**src/rtl/unsigned_div_pkg.sv**
```systemverilog
// Shared types and constants for the sequential 16/8 unsigned divider.
package unsigned_div_pkg;

    // Control states of the divider FSM.
    typedef enum logic [1:0] {
        IDLE = 2'd0,
        CALC = 2'd1,
        DONE = 2'd2
    } div_state_t;

    // Dividend (product) width and quotient/divisor width.
    localparam int unsigned DIV_ZW = 16;
    localparam int unsigned DIV_XW = 8;

    // Result reported for divide-by-zero and quotient overflow.
    localparam logic [DIV_XW-1:0] DIV_SAT_Q = 8'hFF;
    localparam logic [DIV_XW-1:0] DIV_SAT_R = 8'h00;

endpackage

```
**src/rtl/div_restore_step.sv**
```systemverilog
// One combinational restoring-division iteration: shift in a dividend bit,
// subtract the divisor when it fits, and report the resulting quotient bit.
module div_restore_step
    import unsigned_div_pkg::*;
(
    input  logic [DIV_XW-1:0] p,
    input  logic              bit_in,
    input  logic [DIV_XW-1:0] y,
    output logic [DIV_XW-1:0] p_next,
    output logic              q_bit
);

    logic [DIV_XW:0] t;
    logic [DIV_XW:0] diff;

    // Trial subtraction; t fits in 9 bits because p < y always holds.
    always_comb begin
        t      = {p, bit_in};
        diff   = t - {1'b0, y};
        q_bit  = (t >= {1'b0, y});
        p_next = q_bit ? diff[DIV_XW-1:0] : t[DIV_XW-1:0];
    end

endmodule

```
**src/rtl/unsigned_seq_div_16x8.sv**
```systemverilog
// Sequential unsigned restoring divider, 16-bit dividend by 8-bit divisor,
// producing an 8-bit quotient and remainder over eight iteration cycles.
// Define APPROX_DIV_EN to zero the L low dividend bits at accept, matching the
// low-column truncation of the approximate multipliers.
module unsigned_seq_div_16x8
    import unsigned_div_pkg::*;
#(
    parameter int unsigned L = 2
) (
    input  logic              clk,
    input  logic              rst,
    input  logic              in_valid,
    output logic              in_ready,
    input  logic [DIV_ZW-1:0] z,
    input  logic [DIV_XW-1:0] y,
    output logic              out_valid,
    input  logic              out_ready,
    output logic [DIV_XW-1:0] x,
    output logic [DIV_XW-1:0] r,
    output logic              ovf,
    output logic              div0
);

    localparam logic [DIV_ZW-1:0] LOW_MASK = DIV_ZW'((32'd1 << L) - 32'd1);
`ifdef APPROX_DIV_EN
    localparam bit APPROX_ON = 1'b1;
`else
    localparam bit APPROX_ON = 1'b0;
`endif

    div_state_t        state_q, state_d;
    logic [DIV_XW-1:0] p_q, p_d;      // partial remainder
    logic [DIV_XW-1:0] d_q, d_d;      // dividend low bits, becomes quotient
    logic [DIV_XW-1:0] y_q, y_d;      // latched divisor
    logic [2:0]        cnt_q, cnt_d;
    logic              ovf_q, ovf_d;
    logic              div0_q, div0_d;

    logic [DIV_ZW-1:0] z_eff;
    logic [DIV_XW-1:0] step_p;
    logic              step_q;

    // Effective dividend: optionally truncate the low L bits.
    always_comb begin
        z_eff = APPROX_ON ? (z & ~LOW_MASK) : z;
    end

    div_restore_step u_step (
        .p      (p_q),
        .bit_in (d_q[DIV_XW-1]),
        .y      (y_q),
        .p_next (step_p),
        .q_bit  (step_q)
    );

    // Next-state and datapath update for accept, iterate and result hold.
    always_comb begin
        state_d = state_q;
        p_d     = p_q;
        d_d     = d_q;
        y_d     = y_q;
        cnt_d   = cnt_q;
        ovf_d   = ovf_q;
        div0_d  = div0_q;
        unique case (state_q)
            IDLE: begin
                if (in_valid) begin
                    if (y == '0) begin
                        d_d     = DIV_SAT_Q;
                        p_d     = DIV_SAT_R;
                        ovf_d   = 1'b1;
                        div0_d  = 1'b1;
                        state_d = DONE;
                    end else if (z_eff[DIV_ZW-1:DIV_XW] >= y) begin
                        d_d     = DIV_SAT_Q;
                        p_d     = DIV_SAT_R;
                        ovf_d   = 1'b1;
                        div0_d  = 1'b0;
                        state_d = DONE;
                    end else begin
                        p_d     = z_eff[DIV_ZW-1:DIV_XW];
                        d_d     = z_eff[DIV_XW-1:0];
                        y_d     = y;
                        cnt_d   = 3'd7;
                        ovf_d   = 1'b0;
                        div0_d  = 1'b0;
                        state_d = CALC;
                    end
                end
            end
            CALC: begin
                p_d   = step_p;
                d_d   = {d_q[DIV_XW-2:0], step_q};
                cnt_d = cnt_q - 3'd1;
                if (cnt_q == 3'd0) begin
                    state_d = DONE;
                end
            end
            DONE: begin
                if (out_ready) begin
                    state_d = IDLE;
                end
            end
            default: begin
                state_d = IDLE;
            end
        endcase
    end

    // State and datapath registers with asynchronous reset.
    always_ff @(posedge clk or posedge rst) begin
        if (rst) begin
            state_q <= IDLE;
            p_q     <= '0;
            d_q     <= '0;
            y_q     <= '0;
            cnt_q   <= '0;
            ovf_q   <= 1'b0;
            div0_q  <= 1'b0;
        end else begin
            state_q <= state_d;
            p_q     <= p_d;
            d_q     <= d_d;
            y_q     <= y_d;
            cnt_q   <= cnt_d;
            ovf_q   <= ovf_d;
            div0_q  <= div0_d;
        end
    end

    // Handshake flags come straight from the state register, and results
    // straight from the datapath registers, so nothing glitches in DONE.
    always_comb begin
        in_ready  = (state_q == IDLE);
        out_valid = (state_q == DONE);
        x         = d_q;
        r         = p_q;
        ovf       = ovf_q;
        div0      = div0_q;
    end

endmodule

```
**config.mk**
```make
export PLATFORM = sky130hd
export DESIGN_NAME = unsigned_seq_div_16x8
export DESIGN_NICKNAME = d
export VERILOG_FILES = /design/src/rtl/unsigned_div_pkg.sv /design/src/rtl/div_restore_step.sv /design/src/rtl/unsigned_seq_div_16x8.sv
export SDC_FILE = /design/constraint.sdc
export NUM_CORES = 1
export LEC_CHECK = 0
export CAP_MARGIN = 20
export CORE_UTILIZATION = 27
export DETAILED_ROUTE_END_ITERATION = 10
export PLACE_DENSITY = 0.53
export SETUP_SLACK_MARGIN = 0.15
export SLEW_MARGIN = 0
export SYNTH_ARGS = -nofsm -noshare
export SYNTH_HDL_FRONTEND = slang
export SYNTH_HIERARCHICAL = 1
export SYNTH_SLANG_ARGS = --single-unit
```
**constraint.sdc**
```tcl
create_clock -name clk -period 3.3 [get_ports clk]
set_input_delay 0.825 -clock clk [delete_from_list [all_inputs] [get_ports clk]]
set_output_delay 0.825 -clock clk [all_outputs]
set_load 0.01 [all_outputs]
```
**Run 1: metal layers overlaid**

Drawn at 6 px/um. Two of the layers only.
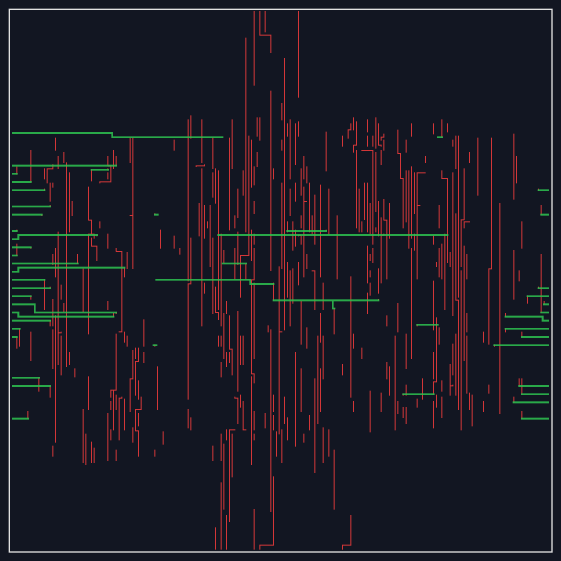
Key: red = met2 [wire length 2230 um]; green = met3 [wire length 351 um]

**Run 1: congestion heat map**

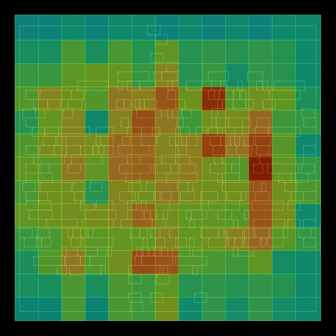
global routing met2 resource utilization: 0.212
fraction of met1 tracks used by global routing: 0.185
gr usage total: 0.138
wire per inst: 14.5 um

==> qor.txt, run 1 <==
fin cells: 359
Worst setup EP type: register
timing-limited maximum frequency: 0.343 GHz
dominant kind of cell by area: multi-input combinational cells
total of endpoints with negative setup slack in the final report: 0
layout clock buffer count: 8
worst path bufs/invs: 2
endpoint of the worst register-to-register path: r[6]
setup slack on the worst flop-to-flop path: 0.71 ns
maximum vdd drop: 300 uV
most used cells in the layout excluding fill and tap cells: clkdlybuf4s50_1 (47), dfrtp_1 (31), inv_1 (28)
number of standard cells after synthesis: 208
overall die width: 90.2 um
number of hold-slack violations in the final timing report: 0
final tally of max-slew violations: 0
most frequent standard cell in the layout excluding fill and tap cells: clkdlybuf4s50_1
number of placed instances with taps included: 351
startpoint of the worst-slack reg-to-reg timing path: x[7]
setup repair after global routing missed its margin: false
Setup WS post-layout: 0.382 ns
most frequent cells after synthesis: dfrtp_1 (31), inv_1 (28), ha_1 (18)
Data buffer area share: 0.183
chip area in the Yosys report: 2100 um^2
Seq power: 0.721 mW
cell count listed in synth_stat.txt: 208
antenna-violating nets left: 0
met2 wire len: 2.23 mm
reported net switching power: 1.10 mW
Chip Footprint: 8140 um^2
power attributed to combinational cells: 1.70 mW
worst hold slack: 0.496 ns
global-route wire length before repair: 8.87 mm
CTS Buf Count: 5
overflow left after global routing: 0
master cell of the clock root buffer: clkbuf_8
number of distinct library cell variants in the gate-level netlist after synthesis: 44
CP max FO: 11
Largest delay share family, worst path: AND-OR/OR-AND gates
result of the run: finished clean
routed wl met3: 351 um
post-detailed-route DRC marker count: 0
Cells on Worst Hold Path: 2
post-synthesis mux area share: 0.0881
largest combinational cell category by area: AND-OR/OR-AND gates
arrival time of the worst setup path: 3.08 ns
portion of total power attributed to the clock network: 0.121
buffers outside the clock class: 52
adder share: 0.117
wire length the detailed router placed on met1: 2.56 mm
Initial DRT Pass Iterations: 4
sequential share of cell area: 0.279
final cell utilization of the core: 0.378
Worst Hold Path EP: div0
Critical Path Source: y[5]
number of nets at floorplan: 255
Post-synth EDFFs: 0
combinational share of cell area: 0.420
depth of the worst register-to-register path: 10
via/cell ratio: 4.78
number of buffers inserted for hold repair after clock tree synthesis: 0
tally of buffers added on design ports: 47
cell type with the largest total area after synthesis: dfrtp_1
**Run 1: routed clock nets over the placement**

Drawn at 6 px/um.
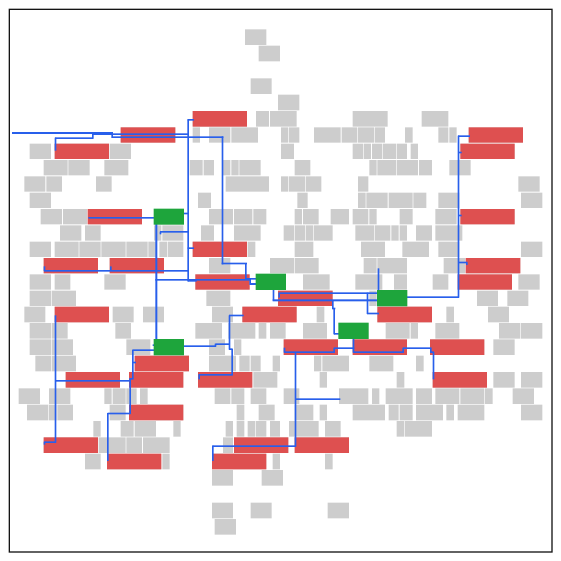
Key: blue = clock wires [length 479 um]; green = cells driving clock nets [count 5]; red = flip-flops [count 31]
There are 6 routed clock nets.

==> run 1 -> run 2 <==
--- a/config.mk
+++ b/config.mk
@@ -6,6 +6,7 @@
 export NUM_CORES = 1
 export LEC_CHECK = 0
 export CAP_MARGIN = 20
+export CORE_MARGIN = 1.5
 export CORE_UTILIZATION = 27
 export DETAILED_ROUTE_END_ITERATION = 10
 export PLACE_DENSITY = 0.53
**Run 2: congestion heat map**

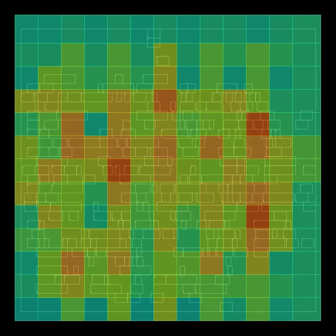
gr usage total: 0.133
met3 Resource Use GR: 0.0377

**Run 2: routed clock nets over the placement**

Drawn at 6 px/um.
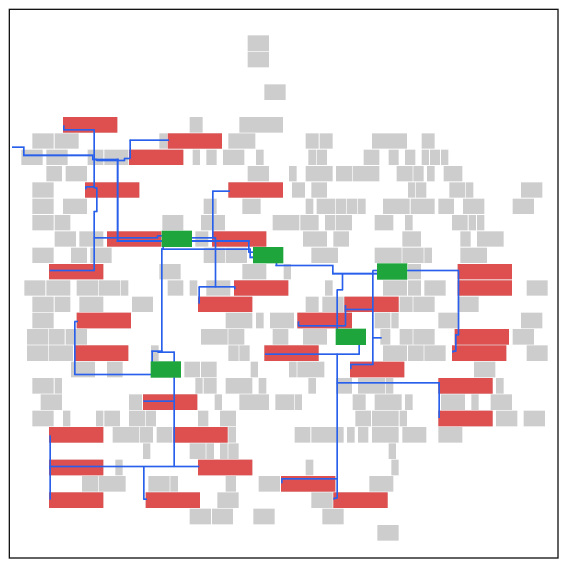
Key: blue = clock wires [length 474 um]; green = cells driving clock nets [count 5]; red = flip-flops [count 31]
There are 6 routed clock nets.

==> qor.txt, run 2 <==
result of the run: finished clean
Cells on Worst Hold Path: 2
adder share: 0.117
sequential share of cell area: 0.280
final cell utilization of the core: 0.375
post-synthesis mux area share: 0.0881
layout clock buffer count: 6
largest combinational cell category by area: AND-OR/OR-AND gates
number of distinct library cell variants in the gate-level netlist after synthesis: 44
setup slack on the worst flop-to-flop path: 0.65 ns
timing-limited maximum frequency: 0.341 GHz
met2 wire len: 2.42 mm
Setup WS post-layout: 0.368 ns
worst path bufs/invs: 2
wire per inst: 14.9 um
combinational share of cell area: 0.422
Worst setup EP type: register
cell count listed in synth_stat.txt: 208
CP max FO: 12
height of the die: 91.2 um
power after layout: 2.74 mW
power attributed to combinational cells: 1.72 mW
largest net degree at the start of global routing: 22
global-route wire length before repair: 8.85 mm
via/cell ratio: 4.78
post-detailed-route DRC marker count: 0
startpoint of the worst-slack reg-to-reg timing path: x[7]
cell type with the largest total area after synthesis: dfrtp_1
Seq power: 0.726 mW
most frequent cells after synthesis: dfrtp_1 (31), inv_1 (28), ha_1 (18)
routed wl met3: 281 um
overall die width: 91.2 um
final tally of max-slew violations: 0
worst hold slack: 0.499 ns
top sig layer: met4
number of buffers inserted for hold repair after clock tree synthesis: 0
fraction of met1 tracks used by global routing: 0.179
endpoint of the worst register-to-register path: r[6]
dominant kind of cell by area: multi-input combinational cells
chip area in the Yosys report: 2100 um^2
Critical Path Source: y[5]
Initial DRT Pass Iterations: 4
master cell of the clock root buffer: clkbuf_8
Worst Hold Path EP: div0
setup repair after global routing missed its margin: false
Largest delay share family, worst path: AND-OR/OR-AND gates
antenna-violating nets left: 0
number of placed instances with taps included: 352
Data buffer area share: 0.186
maximum vdd drop: 300 uV
most frequent standard cell in the layout excluding fill and tap cells: clkdlybuf4s50_1
total via count in the routed design: 1722
count of cell instances traversed by the critical path: 8
buffers outside the clock class: 53
most used cells in the layout excluding fill and tap cells: clkdlybuf4s50_1 (47), dfrtp_1 (31), inv_1 (28)
number of nets at floorplan: 255
portion of total power attributed to the clock network: 0.107
number of standard cells after synthesis: 208
Post-synth EDFFs: 0
Chip Footprint: 8320 um^2
global routing met2 resource utilization: 0.213
overflow left after global routing: 0
number of hold-slack violations in the final timing report: 0
depth of the worst register-to-register path: 10
==> run 2 -> run 3 <==
--- a/config.mk
+++ b/config.mk
@@ -9,8 +9,9 @@
 export CORE_MARGIN = 1.5
 export CORE_UTILIZATION = 27
 export DETAILED_ROUTE_END_ITERATION = 10
-export PLACE_DENSITY = 0.53
+export PLACE_DENSITY = 0.5
 export SETUP_SLACK_MARGIN = 0.15
+export SKIP_CTS_REPAIR_TIMING = 1
 export SLEW_MARGIN = 0
 export SYNTH_ARGS = -nofsm -noshare
 export SYNTH_HDL_FRONTEND = slang
**Run 3: supply network**

Drawn at 4 px/um. Pins as bars on the die edge.
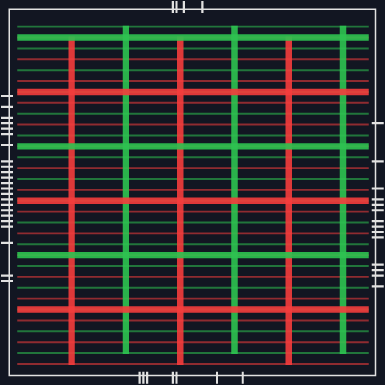
Key: red = VSS; green = VDD
48 signal pins sit on the boundary. 6 straps on met5.

==> qor.txt, run 3 <==
antenna-violating nets left: 0
global routing met2 resource utilization: 0.209
reported net switching power: 1.12 mW
maximum vdd drop: 353 uV
Core Box Area: 7410 um^2
flop count: 31
result of the run: finished clean
most frequent cells after synthesis: dfrtp_1 (31), inv_1 (28), ha_1 (18)
startpoint of the worst-slack reg-to-reg timing path: x[7]
worst path bufs/invs: 2
Ys Warns: 6
fraction of met1 tracks used by global routing: 0.185
layout clock buffer count: 6
total via count in the routed design: 1728
wire length the detailed router placed on met1: 2.71 mm
Setup WS post-layout: 0.362 ns
Clock Pin Slew Worst Setup and Hold Paths: 0.07 ns
cell count listed in synth_stat.txt: 208
internal power summed over all cells: 1.76 mW
setup repair after global routing missed its margin: false
adder share: 0.117
fin cells: 358
via/cell ratio: 4.83
Initial DRT Pass Iterations: 6
Post-synth ARST share: 1.00
master cell of the clock root buffer: clkbuf_8
Worst Hold Path EP: div0
power attributed to combinational cells: 1.70 mW
number of nets at floorplan: 255
tally of buffers added on design ports: 47
Critical Path Source: y[5]
most frequent standard cell in the layout excluding fill and tap cells: clkdlybuf4s50_1
largest combinational cell category by area: AND-OR/OR-AND gates
cell type with the largest total area after synthesis: dfrtp_1
number of placed instances with taps included: 350
LEAKAGE: 1.26 nW
Post-Layout Inst Area: 2810 um^2
Setup Crit Path Kind: in -> reg
setup slack on the worst flop-to-flop path: 0.70 ns
timing-limited maximum frequency: 0.340 GHz
number of hold-slack violations in the final timing report: 0
buffers outside the clock class: 51
depth of the worst register-to-register path: 10
met2 wire len: 2.33 mm
endpoint of the worst register-to-register path: r[6]
gr usage total: 0.137
Worst setup EP type: register
Seq power: 0.724 mW
top sig layer: met4
routed wl met3: 260 um
Largest delay share family, worst path: AND-OR/OR-AND gates
Post-synth EDFFs: 0
sequential share of cell area: 0.276
Cells on Worst Hold Path: 2
Chip Footprint: 8320 um^2
post-synthesis mux area share: 0.0881
overall die width: 91.2 um
CTS Buf Count: 5
most used cells in the layout excluding fill and tap cells: clkdlybuf4s50_1 (47), dfrtp_1 (31), inv_1 (28)
TAP cells: 99
met3 Resource Use GR: 0.0410
power after layout: 2.87 mW
global-route wire length before repair: 8.94 mm
chip area in the Yosys report: 2100 um^2
CP max FO: 12
number of standard cells after synthesis: 208
dominant kind of cell by area: multi-input combinational cells
number of global-route vias before repair: 1790
arrival time of the worst setup path: 3.10 ns
height of the die: 91.2 um
number of distinct library cell variants in the gate-level netlist after synthesis: 44
portion of total power attributed to the clock network: 0.157
largest net degree at the start of global routing: 32
final tally of max-slew violations: 0
count of cell instances traversed by the critical path: 8
number of antenna violations at the first check in global routing: 0
XOR/XNOR share of the synthesized area: 0.0125
power share of the sequential group: 0.252
worst hold slack: 0.492 ns
Data buffer area share: 0.178
total of endpoints with negative setup slack in the final report: 0
final cell utilization of the core: 0.379
post-synthesis to final-layout area growth: 33.7%
overflow left after global routing: 0
leading cell type by number of instances after synthesis: dfrtp_1
combinational share of cell area: 0.417
post-detailed-route DRC marker count: 0
**Run 3: congestion heat map**

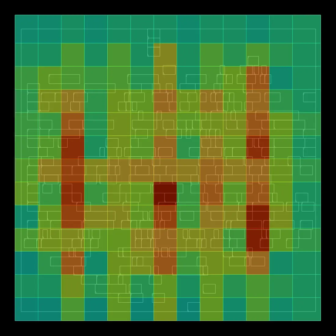
global-route layer with the greatest usage: met2
wire per inst: 15.0 um

No activity file was given, so power comes from the tool's default toggle rates.
